`src/rtl/decoder_cntrl_pkg.sv`:
```
// Shared definitions for the pdi decoder control: opcodes, header bit positions, FSM states.
package decoder_cntrl_pkg;

   localparam logic [3:0] OP_ENC    = 4'b0010;
   localparam logic [3:0] OP_DEC    = 4'b0011;
   localparam logic [3:0] OP_LDKEY  = 4'b0100;
   localparam logic [3:0] OP_LDSEED = 4'b0101;
   localparam logic [3:0] OP_ENC_KU = 4'b0110;

   localparam int HDR_EOT      = 24;
   localparam int HDR_EOI      = 25;
   localparam int HDR_LAST     = 26;
   localparam int HDR_DTYPE_HI = 31;
   localparam int HDR_DTYPE_LO = 28;
   localparam int HDR_LEN_HI   = 15;
   localparam int HDR_LEN_LO   = 0;

   typedef enum logic [1:0] {
      S_INSTR = 2'd0,
      S_HEAD  = 2'd1,
      S_DATA  = 2'd2
   } state_t;

endpackage

```
`src/rtl/decoder_cntrl_byte_mask_gen.sv`:
```
// Combinational byte-valid mask for the next data word of a segment, MSB = first byte.
// Also reports whether that word is partial and whether it ends the segment.
module byte_mask_gen #(
   parameter int NBYTES = 4
) (
   input  logic [15:0]       remaining,
   output logic [NBYTES-1:0] sel_nibble,
   output logic              partial,
   output logic              last
);

   always_comb begin
      sel_nibble = '0;
      for (int i = 0; i < NBYTES; i++) begin
         if ({16'd0, remaining} > 32'(i)) sel_nibble[NBYTES-1-i] = 1'b1;
      end
      partial = {16'd0, remaining} < 32'(NBYTES);
      last    = {16'd0, remaining} <= 32'(NBYTES);
   end

endmodule

```
`src/rtl/decoder_cntrl.sv`:
```
// Input-side decoder: classifies pdi words as instruction/header/data into a one-word buffer.
// Latency 1 cycle accept-to-valid; data words refill back-to-back, other classes take a bubble.
module decoder_cntrl
   import decoder_cntrl_pkg::*;
#(
   parameter int BUS_SIZE = 32
) (
   input  logic                    clk,
   input  logic                    rst,
   input  logic [BUS_SIZE-1:0]     pdi_data,
   input  logic                    pdi_valid,
   output logic                    pdi_ready,
   output logic                    instruction_valid,
   output logic                    header_valid,
   output logic                    data_in_valid,
   input  logic                    rdy_instr_fetch,
   input  logic                    rdy_head_fetch,
   input  logic                    rdy_data_fetch,
   output logic                    decrypt,
   output logic                    key_update,
   output logic                    key_only,
   output logic                    seed_update,
   output logic [3:0]              dtype,
   output logic                    eot,
   output logic                    eoi,
   output logic [15:0]             length,
   output logic                    seg_empty,
   output logic [BUS_SIZE/8-1:0]   sel_nibble,
   output logic                    data_in_partial,
   output logic                    data_in_last_of_seg,
   output logic [BUS_SIZE-1:0]     dec_data
);

   localparam int BUSdiv8 = BUS_SIZE / 8;

   state_t              state;
   logic                buf_valid;
   logic                last_seg;
   logic [15:0]         remaining;
   logic [15:0]         rem_next;
   logic                consume;
   logic                accept;
   logic [3:0]          opcode;
   logic                instr_ok;
   logic [BUSdiv8-1:0]  mask_sel;
   logic                mask_partial;
   logic                mask_last;
   logic [BUS_SIZE-1:0] masked;

   byte_mask_gen #(.NBYTES(BUSdiv8)) u_mask (
      .remaining  (remaining),
      .sel_nibble (mask_sel),
      .partial    (mask_partial),
      .last       (mask_last)
   );

   assign instruction_valid = buf_valid && (state == S_INSTR);
   assign header_valid      = buf_valid && (state == S_HEAD);
   assign data_in_valid     = buf_valid && (state == S_DATA);

   always_comb begin
      consume = 1'b0;
      case (state)
         S_INSTR: consume = buf_valid && rdy_instr_fetch;
         S_HEAD:  consume = buf_valid && rdy_head_fetch;
         S_DATA:  consume = buf_valid && rdy_data_fetch;
         default: consume = 1'b0;
      endcase
   end

   // Only a non-final data word may be replaced in the same cycle it leaves.
   assign pdi_ready = rst && (!buf_valid ||
                              (state == S_DATA && consume && !data_in_last_of_seg));
   assign accept    = pdi_valid && pdi_ready;

   assign opcode   = pdi_data[BUS_SIZE-1 -: 4];
   assign instr_ok = (opcode == OP_ENC) || (opcode == OP_DEC) || (opcode == OP_LDKEY) ||
                     (opcode == OP_ENC_KU) || (opcode == OP_LDSEED);
   assign rem_next = (remaining > 16'(BUSdiv8)) ? remaining - 16'(BUSdiv8) : 16'd0;

   always_comb begin
      masked = '0;
      for (int i = 0; i < BUSdiv8; i++) begin
         masked[BUS_SIZE-1-8*i -: 8] = mask_sel[BUSdiv8-1-i] ? pdi_data[BUS_SIZE-1-8*i -: 8] : 8'h00;
      end
   end

   always_ff @(posedge clk or negedge rst) begin
      if (!rst) begin
         state               <= S_INSTR;
         buf_valid           <= 1'b0;
         last_seg            <= 1'b0;
         remaining           <= '0;
         decrypt             <= 1'b0;
         key_update          <= 1'b0;
         key_only            <= 1'b0;
         seed_update         <= 1'b0;
         dtype               <= '0;
         eot                 <= 1'b0;
         eoi                 <= 1'b0;
         length              <= '0;
         seg_empty           <= 1'b0;
         sel_nibble          <= '0;
         data_in_partial     <= 1'b0;
         data_in_last_of_seg <= 1'b0;
         dec_data            <= '0;
      end else begin
         if (consume) begin
            buf_valid <= 1'b0;
            case (state)
               S_INSTR: state <= S_HEAD;
               S_HEAD: begin
                  if (seg_empty) state <= last_seg ? S_INSTR : S_HEAD;
                  else           state <= S_DATA;
               end
               S_DATA: begin
                  if (data_in_last_of_seg) state <= last_seg ? S_INSTR : S_HEAD;
               end
               default: state <= S_INSTR;
            endcase
         end
         if (accept) begin
            case (state)
               S_INSTR: begin
                  // Unknown opcodes are swallowed without raising a valid.
                  if (instr_ok) begin
                     buf_valid   <= 1'b1;
                     decrypt     <= (opcode == OP_DEC);
                     key_update  <= (opcode == OP_LDKEY) || (opcode == OP_ENC_KU);
                     key_only    <= (opcode == OP_LDKEY);
                     seed_update <= (opcode == OP_LDSEED);
                  end
               end
               S_HEAD: begin
                  buf_valid <= 1'b1;
                  dtype     <= pdi_data[HDR_DTYPE_HI:HDR_DTYPE_LO];
                  eot       <= pdi_data[HDR_EOT];
                  eoi       <= pdi_data[HDR_EOI];
                  last_seg  <= pdi_data[HDR_LAST];
                  length    <= pdi_data[HDR_LEN_HI:HDR_LEN_LO];
                  remaining <= pdi_data[HDR_LEN_HI:HDR_LEN_LO];
                  seg_empty <= (pdi_data[HDR_LEN_HI:HDR_LEN_LO] == 16'd0);
               end
               S_DATA: begin
                  // remaining tracks bytes still to be fetched, so a same-cycle refill sees the right count.
                  buf_valid           <= 1'b1;
                  sel_nibble          <= mask_sel;
                  data_in_partial     <= mask_partial;
                  data_in_last_of_seg <= mask_last;
                  dec_data            <= masked;
                  remaining           <= rem_next;
               end
               default: buf_valid <= 1'b0;
            endcase
         end
      end
   end

endmodule

```
`config.mk`:
```
export PLATFORM = sky130hd
export DESIGN_NAME = decoder_cntrl
export DESIGN_NICKNAME = d
export VERILOG_FILES = /design/src/rtl/decoder_cntrl_pkg.sv /design/src/rtl/decoder_cntrl_byte_mask_gen.sv /design/src/rtl/decoder_cntrl.sv
export SDC_FILE = /design/constraint.sdc
export NUM_CORES = 1
export LEC_CHECK = 0
export ABC_CLOCK_PERIOD_IN_PS = 7900
export CORE_UTILIZATION = 52
export DETAILED_ROUTE_END_ITERATION = 10
export GPL_ROUTABILITY_DRIVEN = 1
export HOLD_SLACK_MARGIN = 0.12
export PLACE_DENSITY = 0.92
export SKIP_LAST_GASP = 1
export SLEW_MARGIN = 40
export SYNTH_ARGS = -nofsm -noshare
export SYNTH_HDL_FRONTEND = slang
export SYNTH_SLANG_ARGS = --single-unit
```
`constraint.sdc`:
```
create_clock -name clk -period 7.9 [get_ports clk]
set_clock_uncertainty 0.15 [all_clocks]
set_input_delay 1.58 -clock clk [delete_from_list [all_inputs] [get_ports clk]]
set_output_delay 1.58 -clock clk [all_outputs]
set_load 0.1 [all_outputs]
```
run_1/clock_nets.png
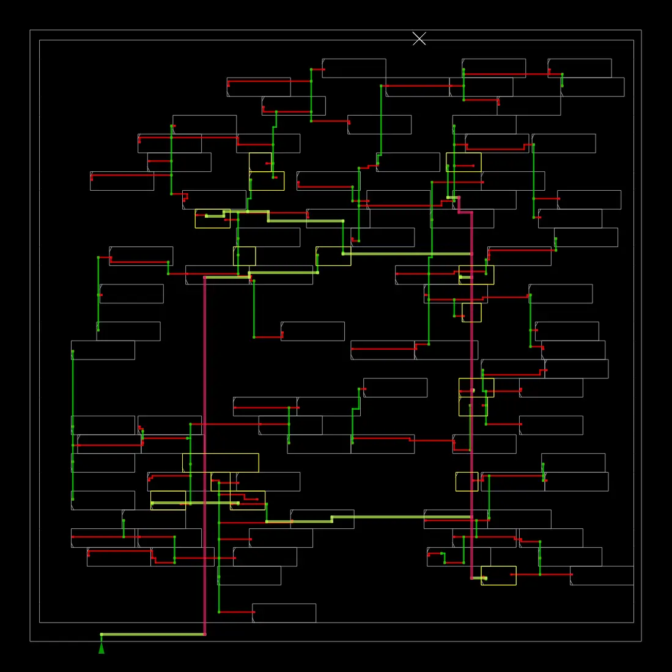
FFs & Latches: 85
Num CTS Buffers: 9
worst-skew pair later-pin latency: 0.37 ns

run_1/floorplan.png
Scale bar: 20 um. Pins as bars on the die edge. Tap cells in grey.
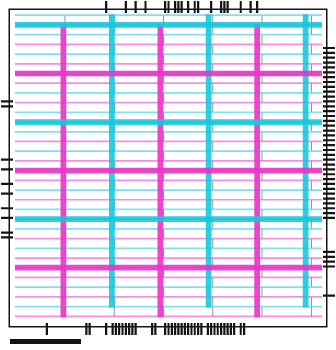
colour	net
cyan	VDD
magenta	VSS
rows	31
met4 straps	6
met1 rails	32
tap cells	99
met5 straps	6

run_1/class_map.png
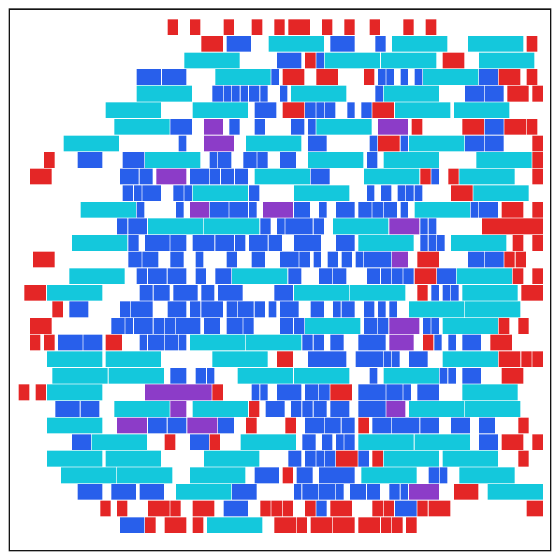
colour	class	cells	share of their area
cyan	registers	85	44%
red	remaining buffers and delay cells	110	16%
purple	clock drivers and dummy loads	16	4.3%
blue	remaining logic cells	258	36%

==> metrics.cfg, run 1 <==
[setup_path]
startpoint_type=input port
reg2reg_slack_ns=4.19
path_buffers=2
ff2ff_path_depth=7

[cells_and_area]
largest_reg_flops=32
post-route-util_pct=68.0
drive_gt1_share_pct=24.9
comb_area_um2=1670
fin_nets=509
antenna_cells=0

[hold_path]
whs_endpoint=sel_nibble[1]
hp-class=register to register

[placement]
placed_cell_area_um2=4680
numPortBuffers=106

[cts]
htree_levels=3
post_cts_buffers=0

[timing]
period_used_pct=63.5
hold_ws_ns=0.326
slew_violations=0

[floorplanning]
nWellTaps=99
floorplan.core_util_pct=53.6
fp.dieH_um=88.5
fp.coreArea_um2=7250
die_area_um2=7830

[drt]
wl_met2_mm=4.94
drc=2
viasPerCell=5.95

[synthesis]
simple_gate_area_share_pct=15.9
synth_async_sr_flop_share_pct=100
muxShareOfSynthArea_pct=4.89

[status]
status=complete, but fails checks
violations=design-rule violations

run_1/clock_wires.png
Scale bar: 20 um.
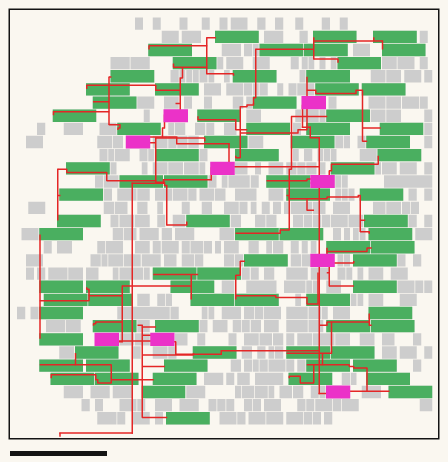

==> inputs of run 2 (changes only) <==
--- a/config.mk
+++ b/config.mk
@@ -5,12 +5,12 @@
 export SDC_FILE = /design/constraint.sdc
 export NUM_CORES = 1
 export LEC_CHECK = 0
-export ABC_CLOCK_PERIOD_IN_PS = 7900
-export CORE_UTILIZATION = 52
+export ABC_CLOCK_PERIOD_IN_PS = 4050
+export CORE_UTILIZATION = 43
 export DETAILED_ROUTE_END_ITERATION = 10
 export GPL_ROUTABILITY_DRIVEN = 1
 export HOLD_SLACK_MARGIN = 0.12
-export PLACE_DENSITY = 0.92
+export PLACE_DENSITY = 0.83
 export SKIP_LAST_GASP = 1
 export SLEW_MARGIN = 40
 export SYNTH_ARGS = -nofsm -noshare
==> constraint.sdc (replaced) <==
create_clock -name clk -period 4.05 [get_ports clk]
set_clock_uncertainty 0.15 [all_clocks]
set_input_delay 0.81 -clock clk [delete_from_list [all_inputs] [get_ports clk]]
set_output_delay 0.81 -clock clk [all_outputs]
set_load 0.1 [all_outputs]
run_2/clock_wires.png
Scale bar: 20 um.
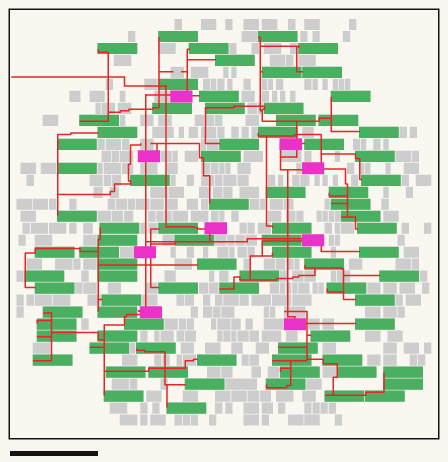
[green] flip-flops | count: 85
[red] clock wires | length: 1010 um
[magenta] clock-net drivers | count: 9
routed clock nets	10
flops lie	all over the die

run_2/layers.png
Scale bar: 20 um. Only two layers are drawn.
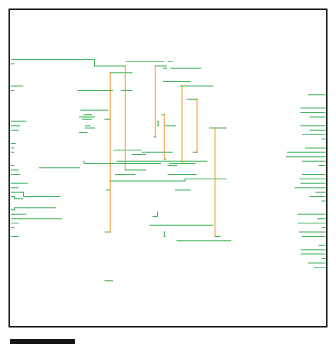
colour	layer	wire length
green	M3	615 um
orange	M4	190 um

run_2/clock_nets.png
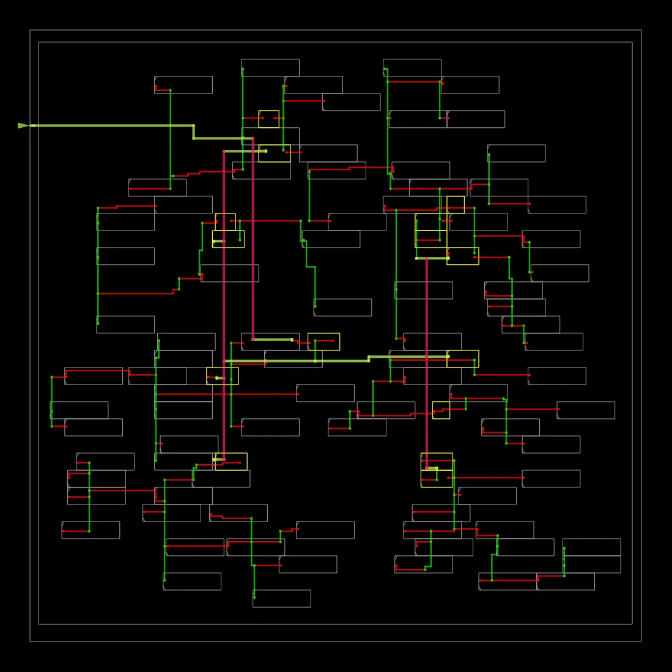
# clock sinks: 85
worst-skew pair later-pin latency: 0.35 ns

==> run 2 against run 1 <==
Cell count grew 2.1%. Area after synthesis is the same. Global-route usage shrank 4.7 points. First-iteration DRC count grew 2.7%. Register-to-register slack lost 3.5 ns. Die area grew 20%. The run now ends clean. Sequential cell count is the same.
==> metrics.cfg, run 2 <==
[status]
status=finished clean

[setup_path]
startpoint=state[0]
worstSetupPathDepth=9
endpoint=dec_data[13]
critPathMaxStageDelay_ns=0.68
reg2reg_to=dec_data[13]
ff2ff_path_depth=9  ; +2
reg2reg_slack_ns=0.73  ; -3.46 ns
path_buffers=3  ; +1
startpoint_type=register
reg2reg_from=state[0]
cp_cell_sequence=inv_1, ha_1, buf_4, a22oi_1, o311ai_1, nand3_2, a21oi_1, buf_4, a22o_1
cp.required_ns=4.19

[timing]
slew_headroom_pct=46.9
hold_ws_ns=0.206  ; -0.120 ns
slew_violations=0  ; unchanged
period_used_pct=81.9
fin_tns_setup_ns=0
tightest_slew_ns=0.783

[synthesis]
yosys-stat-area_um2=3890
synth-warning-count=0
muxShareOfSynthArea_pct=4.89  ; unchanged
xor_area_share_pct=0
top_cell=dfrtp_1
synth_area_per_cell_um2=10.7
synth_async_sr_flop_share_pct=100  ; unchanged
mappedNetlistArea_um2=3890
simple_gate_area_share_pct=15.9  ; unchanged

[cells_and_area]
clock_buffers=11
seqCellArea_um2=2130
comb_share_pct=33.3
drive_gt1_share_pct=24.8  ; -0.16 points
final_area_um2=4930
largest_reg_flops=32  ; unchanged
post-route-util_pct=56.5  ; -11 points
comb_area_um2=1640  ; -1.5%
largest_register=dec_data
antenna_cells=0  ; unchanged
fin_nets=513  ; +0.79%
flops=85  ; unchanged
finalNonFillerCells=580

[job]
cap_violations=0
warnings=31

[grt]
first_global_vias=3252
met3_usage_pct=4.32
met1_usage_pct=31.0

[floorplanning]
floorplan.core_util_pct=44.6  ; -9.0 points
ioPinCount=107
fp.coreArea_um2=8720  ; +20%
nWellTaps=108  ; +9.1%
fp.dieH_um=97.1  ; +9.7%
die_area_um2=9430  ; +20%
std_cell_rows=34

[cts]
clkSlewWorstSetupHoldPaths_ns=0.08
htree_levels=3  ; unchanged
numCtsBuffers=9  ; unchanged
post_cts_buffers=0  ; unchanged

[hold_path]
hp-class=input port to async pin

[drt]
wl_met2_mm=4.88  ; -1.3%
dr.pass1.iters=5
viasPerCell=5.85  ; -1.8%
top_layer=met4
drc=0  ; -2
drt_wl_total_mm=10.2
post_drt_wl_per_cell_um=17.6

[placement]
place_congestion=0.845
placed_cell_area_um2=4740  ; +1.4%
place_ws_ns=0.503
numPortBuffers=106  ; unchanged

